Fig. 1: run 1, metal 4
Supply wires on this layer in grey. Cells faint in the background.
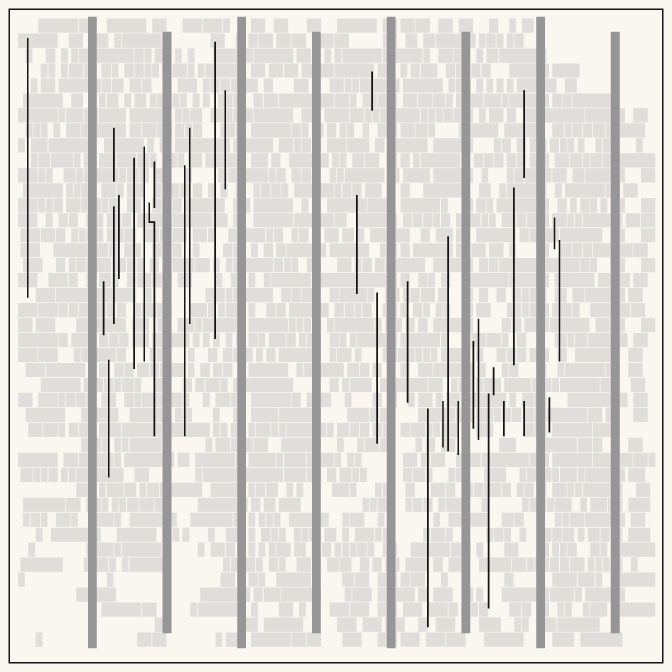
Fig. 2: run 1, cells by drive strength
Scale bar: 20 um.
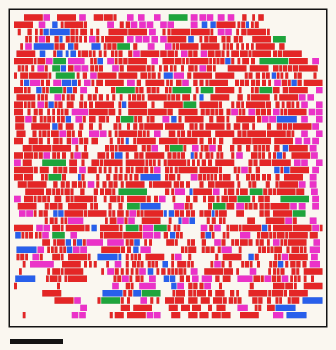
Fig. 3: run 1, the metal 3 layer
Scale bar: 20 um.
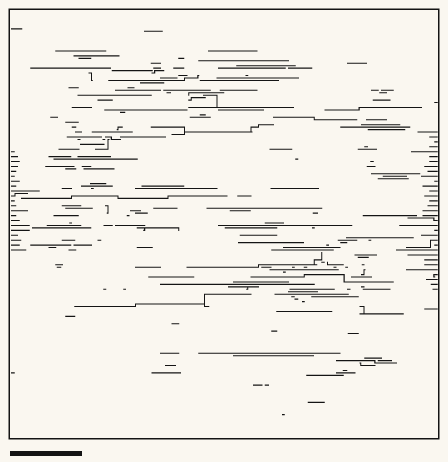
Fig. 4: run 1, metal layers overlaid
Scale bar: 20 um.
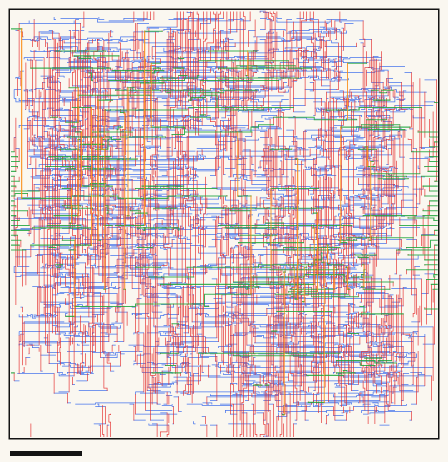
$ cat config.mk
export PLATFORM = sky130hd
export DESIGN_NAME = tlk2711_tx_mc
export DESIGN_NICKNAME = d
export VERILOG_FILES = /design/src/rtl/tlk2711_pkg.sv /design/src/rtl/tlk2711_tx_chan.sv /design/src/rtl/tlk2711_tx_mc.sv
export SDC_FILE = /design/constraint.sdc
export NUM_CORES = 1
export LEC_CHECK = 0
export ABC_AREA = 1
export CAP_MARGIN = 20
export CORE_UTILIZATION = 56
export CTS_BUF_LIST = sky130_fd_sc_hd__clkbuf_8
export DETAILED_ROUTE_END_ITERATION = 12
export PLACE_DENSITY = 0.84
export RECOVER_POWER = 100
export SYNTH_ARGS = -nofsm -noshare
export SYNTH_HDL_FRONTEND = slang
export SYNTH_SLANG_ARGS = --single-unit
$ cat constraint.sdc
create_clock -name clk -period 1.8 [get_ports clk]
set_input_delay 0.36 -clock clk [delete_from_list [all_inputs] [get_ports clk]]
set_output_delay 0.36 -clock clk [all_outputs]
set_load 0.05 [all_outputs]
$ cat src/rtl/tlk2711_pkg.sv
// Shared constants and types for the TLK2711 transmit controller.
package tlk2711_pkg;

    localparam int unsigned WORD_W = 16;
    localparam int unsigned LFSR_W = 15;
    localparam int unsigned CNT_W  = 16;

    localparam logic [WORD_W-1:0] K_COMMA = 16'hC5BC;
    localparam logic [WORD_W-1:0] K_SOF   = 16'h50FB;
    localparam logic [WORD_W-1:0] K_EOF   = 16'h50FD;
    localparam logic [LFSR_W-1:0] LFSR_SEED = 15'h7FFF;

    typedef enum logic [1:0] {
        MODE_COMMA  = 2'd0,
        MODE_COUNT  = 2'd1,
        MODE_PRBS   = 2'd2,
        MODE_STREAM = 2'd3
    } mode_e;

    typedef enum logic [2:0] {
        ST_IDLE    = 3'd0,
        ST_SYNC    = 3'd1,
        ST_SOF     = 3'd2,
        ST_SEQ     = 3'd3,
        ST_PAYLOAD = 3'd4,
        ST_EOF     = 3'd5,
        ST_GAP     = 3'd6
    } state_e;

    // x^15 + x^14 + 1, newest bit enters at bit 0
    function automatic logic [LFSR_W-1:0] prbs15_step(input logic [LFSR_W-1:0] s);
        return {s[LFSR_W-2:0], s[14] ^ s[13]};
    endfunction

endpackage

$ cat src/rtl/tlk2711_tx_chan.sv
// One TLK2711 transmit channel: framing FSM, payload generators and frame counter.
// Pin-side outputs are registered, so they follow the FSM state by one cycle.
module tlk2711_tx_chan
    import tlk2711_pkg::*;
#(
    parameter int unsigned FRAME_LEN = 256,
    parameter int unsigned SYNC_LEN  = 1024,
    parameter int unsigned IDLE_GAP  = 8,
    parameter int unsigned CH        = 0
) (
    input  logic        clk,
    input  logic        rst,
    input  logic        start,
    input  logic        stop,
    input  logic [1:0]  mode,
    input  logic [15:0] s_data,
    input  logic        s_valid,
    output logic        s_ready,
    output logic        stop_ack,
    output logic        busy,
    output logic [15:0] frame_cnt,
    output logic [15:0] txd,
    output logic        tkmsb,
    output logic        tklsb,
    output logic        enable,
    output logic        lckrefn
);

    state_e              state, state_n;
    mode_e               mode_q;
    logic [CNT_W-1:0]    cnt;
    logic [LFSR_W-1:0]   lfsr;
    logic                ack_held;
    logic                go_c, pay_adv_c, ack_c, k_c;
    logic [WORD_W-1:0]   word_c;

    assign go_c      = (state == ST_IDLE) && start && !stop;
    // Stream payload only advances on a valid word; other modes advance every cycle
    assign pay_adv_c = (mode_q != MODE_STREAM) || s_valid;

    always_ff @(posedge clk) begin
        if (rst) state <= ST_IDLE;
        else     state <= state_n;
    end

    always_comb begin
        state_n = state;
        case (state)
            ST_IDLE:    if (go_c) state_n = ST_SYNC;
            ST_SYNC: begin
                if (stop)
                    state_n = ST_IDLE;
                else if (cnt == CNT_W'(SYNC_LEN - 1) && mode_q != MODE_COMMA)
                    state_n = ST_SOF;
            end
            ST_SOF:     state_n = ST_SEQ;
            ST_SEQ:     state_n = ST_PAYLOAD;
            ST_PAYLOAD: if (pay_adv_c && cnt == CNT_W'(FRAME_LEN - 1)) state_n = ST_EOF;
            ST_EOF:     state_n = stop ? ST_IDLE : ST_GAP;
            ST_GAP: begin
                if (stop)
                    state_n = ST_IDLE;
                else if (cnt == CNT_W'(IDLE_GAP - 1))
                    state_n = ST_SOF;
            end
            default:    state_n = ST_IDLE;
        endcase
    end

    always_comb begin
        word_c = K_COMMA;
        k_c    = 1'b1;
        ack_c  = 1'b0;
        case (state)
            ST_SOF: word_c = K_SOF;
            ST_SEQ: begin
                word_c = frame_cnt;
                k_c    = 1'b0;
            end
            ST_PAYLOAD: begin
                case (mode_q)
                    MODE_COUNT: begin
                        word_c = cnt;
                        k_c    = 1'b0;
                    end
                    MODE_PRBS: begin
                        word_c = {1'b0, lfsr};
                        k_c    = 1'b0;
                    end
                    MODE_STREAM: begin
                        if (s_valid) begin
                            word_c = s_data;
                            k_c    = 1'b0;
                        end
                    end
                    default: ;
                endcase
            end
            ST_EOF: word_c = K_EOF;
            default: ;
        endcase
        // A held stop acknowledges once; it re-arms when stop drops
        if (stop) begin
            case (state)
                ST_IDLE:                 ack_c = !ack_held;
                ST_SYNC, ST_GAP, ST_EOF: ack_c = 1'b1;
                default:                 ack_c = 1'b0;
            endcase
        end
    end

    always_ff @(posedge clk) begin
        if (rst) begin
            mode_q    <= MODE_COMMA;
            cnt       <= '0;
            lfsr      <= '0;
            frame_cnt <= '0;
            ack_held  <= 1'b0;
        end else begin
            ack_held <= stop && (ack_held || ack_c);
            if (go_c) begin
                mode_q    <= mode_e'(mode);
                frame_cnt <= '0;
                lfsr      <= LFSR_SEED ^ LFSR_W'(CH);
            end else begin
                if (state == ST_EOF)
                    frame_cnt <= frame_cnt + 16'd1;
                if (state == ST_PAYLOAD && mode_q == MODE_PRBS)
                    lfsr <= prbs15_step(lfsr);
            end
            if (state_n != state)
                cnt <= '0;
            else if (state == ST_SYNC || state == ST_GAP || (state == ST_PAYLOAD && pay_adv_c))
                cnt <= cnt + CNT_W'(1);
        end
    end

    always_ff @(posedge clk) begin
        if (rst) begin
            txd      <= '0;
            tkmsb    <= 1'b0;
            tklsb    <= 1'b0;
            enable   <= 1'b0;
            lckrefn  <= 1'b0;
            busy     <= 1'b0;
            stop_ack <= 1'b0;
            s_ready  <= 1'b0;
        end else begin
            txd      <= word_c;
            tkmsb    <= 1'b0;
            tklsb    <= k_c;
            enable   <= 1'b1;
            lckrefn  <= 1'b1;
            busy     <= (state_n != ST_IDLE);
            stop_ack <= ack_c;
            s_ready  <= (state_n == ST_PAYLOAD) && (mode_q == MODE_STREAM);
        end
    end

endmodule

$ cat src/rtl/tlk2711_tx_mc.sv
// Multi-channel TLK2711 transmit controller: one independent framing channel per device.
module tlk2711_tx_mc
    import tlk2711_pkg::*;
#(
    parameter int unsigned NUM_CH    = 2,
    parameter int unsigned FRAME_LEN = 256,
    parameter int unsigned SYNC_LEN  = 1024,
    parameter int unsigned IDLE_GAP  = 8,
    parameter bit          LOOPEN    = 1'b0
) (
    input  logic                 clk,
    input  logic                 rst,
    input  logic [NUM_CH-1:0]    i_start,
    input  logic [NUM_CH-1:0]    i_stop,
    input  logic [1:0]           i_mode,
    output logic [NUM_CH-1:0]    o_stop_ack,
    output logic [NUM_CH-1:0]    o_busy,
    input  logic [NUM_CH*16-1:0] s_data,
    input  logic [NUM_CH-1:0]    s_valid,
    output logic [NUM_CH-1:0]    s_ready,
    output logic [NUM_CH*16-1:0] o_frame_cnt,
    output logic [NUM_CH*16-1:0] o_txd,
    output logic [NUM_CH-1:0]    o_tkmsb,
    output logic [NUM_CH-1:0]    o_tklsb,
    output logic [NUM_CH-1:0]    o_enable,
    output logic [NUM_CH-1:0]    o_lckrefn,
    output logic [NUM_CH-1:0]    o_loopen,
    output logic [NUM_CH-1:0]    o_prbsen,
    output logic [NUM_CH-1:0]    o_testen
);

    assign o_loopen = {NUM_CH{LOOPEN}};
    assign o_prbsen = '0;
    assign o_testen = '0;

    for (genvar g = 0; g < NUM_CH; g++) begin : g_ch
        tlk2711_tx_chan #(
            .FRAME_LEN (FRAME_LEN),
            .SYNC_LEN  (SYNC_LEN),
            .IDLE_GAP  (IDLE_GAP),
            .CH        (g)
        ) u_chan (
            .clk       (clk),
            .rst       (rst),
            .start     (i_start[g]),
            .stop      (i_stop[g]),
            .mode      (i_mode),
            .s_data    (s_data[g*WORD_W +: WORD_W]),
            .s_valid   (s_valid[g]),
            .s_ready   (s_ready[g]),
            .stop_ack  (o_stop_ack[g]),
            .busy      (o_busy[g]),
            .frame_cnt (o_frame_cnt[g*WORD_W +: WORD_W]),
            .txd       (o_txd[g*WORD_W +: WORD_W]),
            .tkmsb     (o_tkmsb[g]),
            .tklsb     (o_tklsb[g]),
            .enable    (o_enable[g]),
            .lckrefn   (o_lckrefn[g])
        );
    end

endmodule

==> flow_metrics.tcl, run 1 <==
# place-and-route summary
set metrics [dict create \
    outcome "complete, but fails checks" \
    violations "negative setup slack" \
    worst_hold_startpoint "rst" \
    setup_ws_ns -0.0188 \
    flops 147 \
    synth-xor-area-share_pct 3.23 \
    cp.required_ns 2.16 \
    n_tap_cell 176 \
    grt_util_met2_pct 59.0 \
    grt_pass1_vias 7348 \
    port_buffers 117 \
    ys.flops 147 \
    max_freq_mhz 550 \
    grt_max_degree 45 \
    comb_share_pct 39.9 \
    post_cts_buffers 0 \
    yosysChipArea_sq_mm 0.00759 \
    peakVddDrop_v 0.000455 \
    crit_top_cell "nand2_2" \
    yosysCellCount 1079 \
    cell_internal_pwr_mw 5.07 \
    clk_pin_slew_ns 0.08 \
    vias_per_cell 5.60 \
    final_net_count 1302 \
    switching_share_pct 27.7 \
    yosysTopAreaCellShare_pct 38.8 \
    bufAreaShareNonClock_pct 17.4 \
    h-tree-depth 4 \
    seq_area_sq_mm 0.00296 \
    finalSetupViolations 8 \
    dp_hpwl_um 17900 \
    placement.cell_area_sq_mm 0.00919 \
    wl_met2_um 11800 \
    reg2reg_slack_ns -0.02 \
    post-route-util_pct 73.7 \
    initial_core_util_pct 57.3 \
    regToRegEndpoint "g_ch[0].u_chan.cnt[1]$_SDFFE_PP0P_" \
    gr-usage-met1_pct 41.6 \
    clock_area_share_pct 4.18 \
    top_area_cell "dfxtp_1" \
    r2r_cells 11 \
    synth-edff-count 0 \
    antenna_cells 0 \
    clock_buffers 18 \
    logic_family "simple AND/OR/NAND/NOR gates" \
    core_area_sq_mm 0.0132 \
    cts_root_buffer "clkbuf_8" \
    cts.sinks 147 \
    p_switching_mw 1.94 \
    max-cap-violations 0 \
]
-- Fig. 1 (at the start) --
longest straight run	53.7 um
wire length on this layer	750 um
main direction	vertical
Post-Route WL: 24,000 um
vias: 8,083

-- Fig. 2 (at the start) --
size	colour	cells	most used
drive 6 and up	green	29	clkbuf_8
drive 1 or less	red	982	nand2_1
drive 2	blue	77	nor2_2
drive 3 to 4	magenta	179	buf_4
Final Worst Setup Slack: -0.0188 ns
Non-clock buffers: 201

-- Fig. 3 (at the start) --
wire length on this layer	1,870 um
share of all routed wire	7.8%
longest straight run	42.6 um
GR Layer Usage met3: 6.71%

-- Fig. 4 (at the start) --
layer	colour	wire length
met1	blue	9,610 um
met3	green	1,870 um
met4	orange	750 um
met2	red	11,800 um
drt wl/cell: 16.6 um
Total GRT Usage: 34.2%

[run 1: metrics by stage]
step                hold WS, ns  TNS, ns
floorplan                 0.444        0
global placement          0.454    -3.61
detailed placement        0.474    -4.61
CTS                       0.283        0
global route              0.362   -0.990
finish                    0.341  -0.0798
[run 1: power by group through the flow]
stage / registers (mW) / clock network, mW / logic (mW)
3_3_place_gp: 3.49 / 0 / 0.809
3_5_place_dp: 3.49 / 0 / 0.821
4_1_cts: 3.41 / 2.73 / 0.827
5_1_grt: 3.43 / 2.87 / 0.913
6_report: 3.42 / 2.73 / 0.854
2_1_floorplan: 3.54 / 0 / 0.453
[run 1: synthesized netlist by cell type (20+ instances only)]
library cell,number
nand2_1,182
dfxtp_1,147
inv_1,140
nor2_1,114
a21oi_1,111
o21ai_0,78
nand3_1,53
nor3_1,28
xor2_1,25
buf_4,20
--- run 2 (diff from run 1) ---
--- a/config.mk
+++ b/config.mk
@@ -9,6 +9,7 @@
 export CAP_MARGIN = 20
 export CORE_UTILIZATION = 56
 export CTS_BUF_LIST = sky130_fd_sc_hd__clkbuf_8
+export CTS_CLUSTER_SIZE = 28
 export DETAILED_ROUTE_END_ITERATION = 12
 export PLACE_DENSITY = 0.84
 export RECOVER_POWER = 100
Fig. 5: run 2, placed standard cells
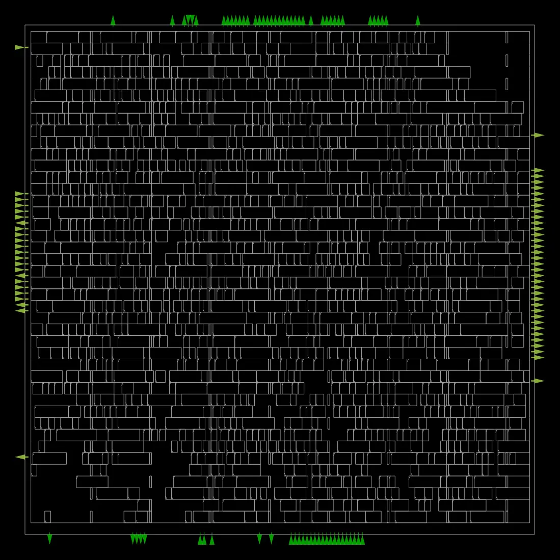
number of fill cells: 1,078
Final Non-Filler Cells: 1,443

==> run 2 against run 1 <==
Net effect:
- the flow still finishes with violations (negative setup slack)
- final cell count is the same
- sequential share of layout area is the same
- global-route usage is the same
- hold slack is the same
- count of clock-buffer cells in the layout is the same
- critical endpoint unchanged
- synthesized cell count is the same
- via count is the same
- largest power group unchanged
- final area is the same
==> flow_metrics.tcl, run 2 <==
# place-and-route summary
set metrics [dict create \
    peakVddDrop_v 0.000455 \
    violations "negative setup slack" \
    gr-usage-met3_pct 6.71 \
    r2r_cells 11 \
    wl_met2_um 11800 \
    regToRegEndpoint "g_ch[0].u_chan.cnt[1]$_SDFFE_PP0P_" \
    finalSetupViolations 8 \
    logic_family "simple AND/OR/NAND/NOR gates" \
    common_cells "nand2_1 (182), dfxtp_1 (147), inv_1 (140)" \
    reg2reg_slack_ns -0.02 \
    vias_per_cell 5.60 \
    clk_pin_slew_ns 0.08 \
    gr-usage-all-layers_pct 34.2 \
    final_net_count 1302 \
    h-tree-depth 4 \
    crit_top_cell "nand2_2" \
    worst_hold_startpoint "rst" \
    num_vias 8083 \
    gr-usage-met1_pct 41.6 \
    outcome "complete, but fails checks" \
    setup_ws_ns -0.0188 \
    yosysCellCount 1079 \
    grt_util_met2_pct 59.0 \
    max_freq_mhz 550 \
    grt_max_degree 45 \
    finalSetupTns_ns -0.0798 \
    port_buffers 117 \
]
-- run 2: cell counts after synthesis --
No cell type changed its count.
-- run 2: power breakdown --
part / switching, mW / total, mW / leakage (nW) / internal, mW
clock: 1.33 / 2.73 / 0.205 / 1.40
combinational: 0.532 / 0.854 / 2.65 / 0.322
sequential: 0.0721 / 3.42 / 1.21 / 3.35
total: 1.94 / 7.00 / 4.06 / 5.07
-- run 2: repair_timing --
action,in CTS,in global routing
gates resized,3,36
cloned,0,1
pin swaps,0,7
endpoints found under the setup margin,18,50
setup buffers,0,3
-- run 2: cell type report --
type                    count  area share (%)
clock inverters            13            1.64
flip-flops and latches    147            30.3
clock buffers              18            2.54
well taps                 176            2.26
repair buffers            201            17.4
inverters                 153            5.88
multi-input cells         735            39.9
No activity file was given, so power comes from the tool's default toggle rates.
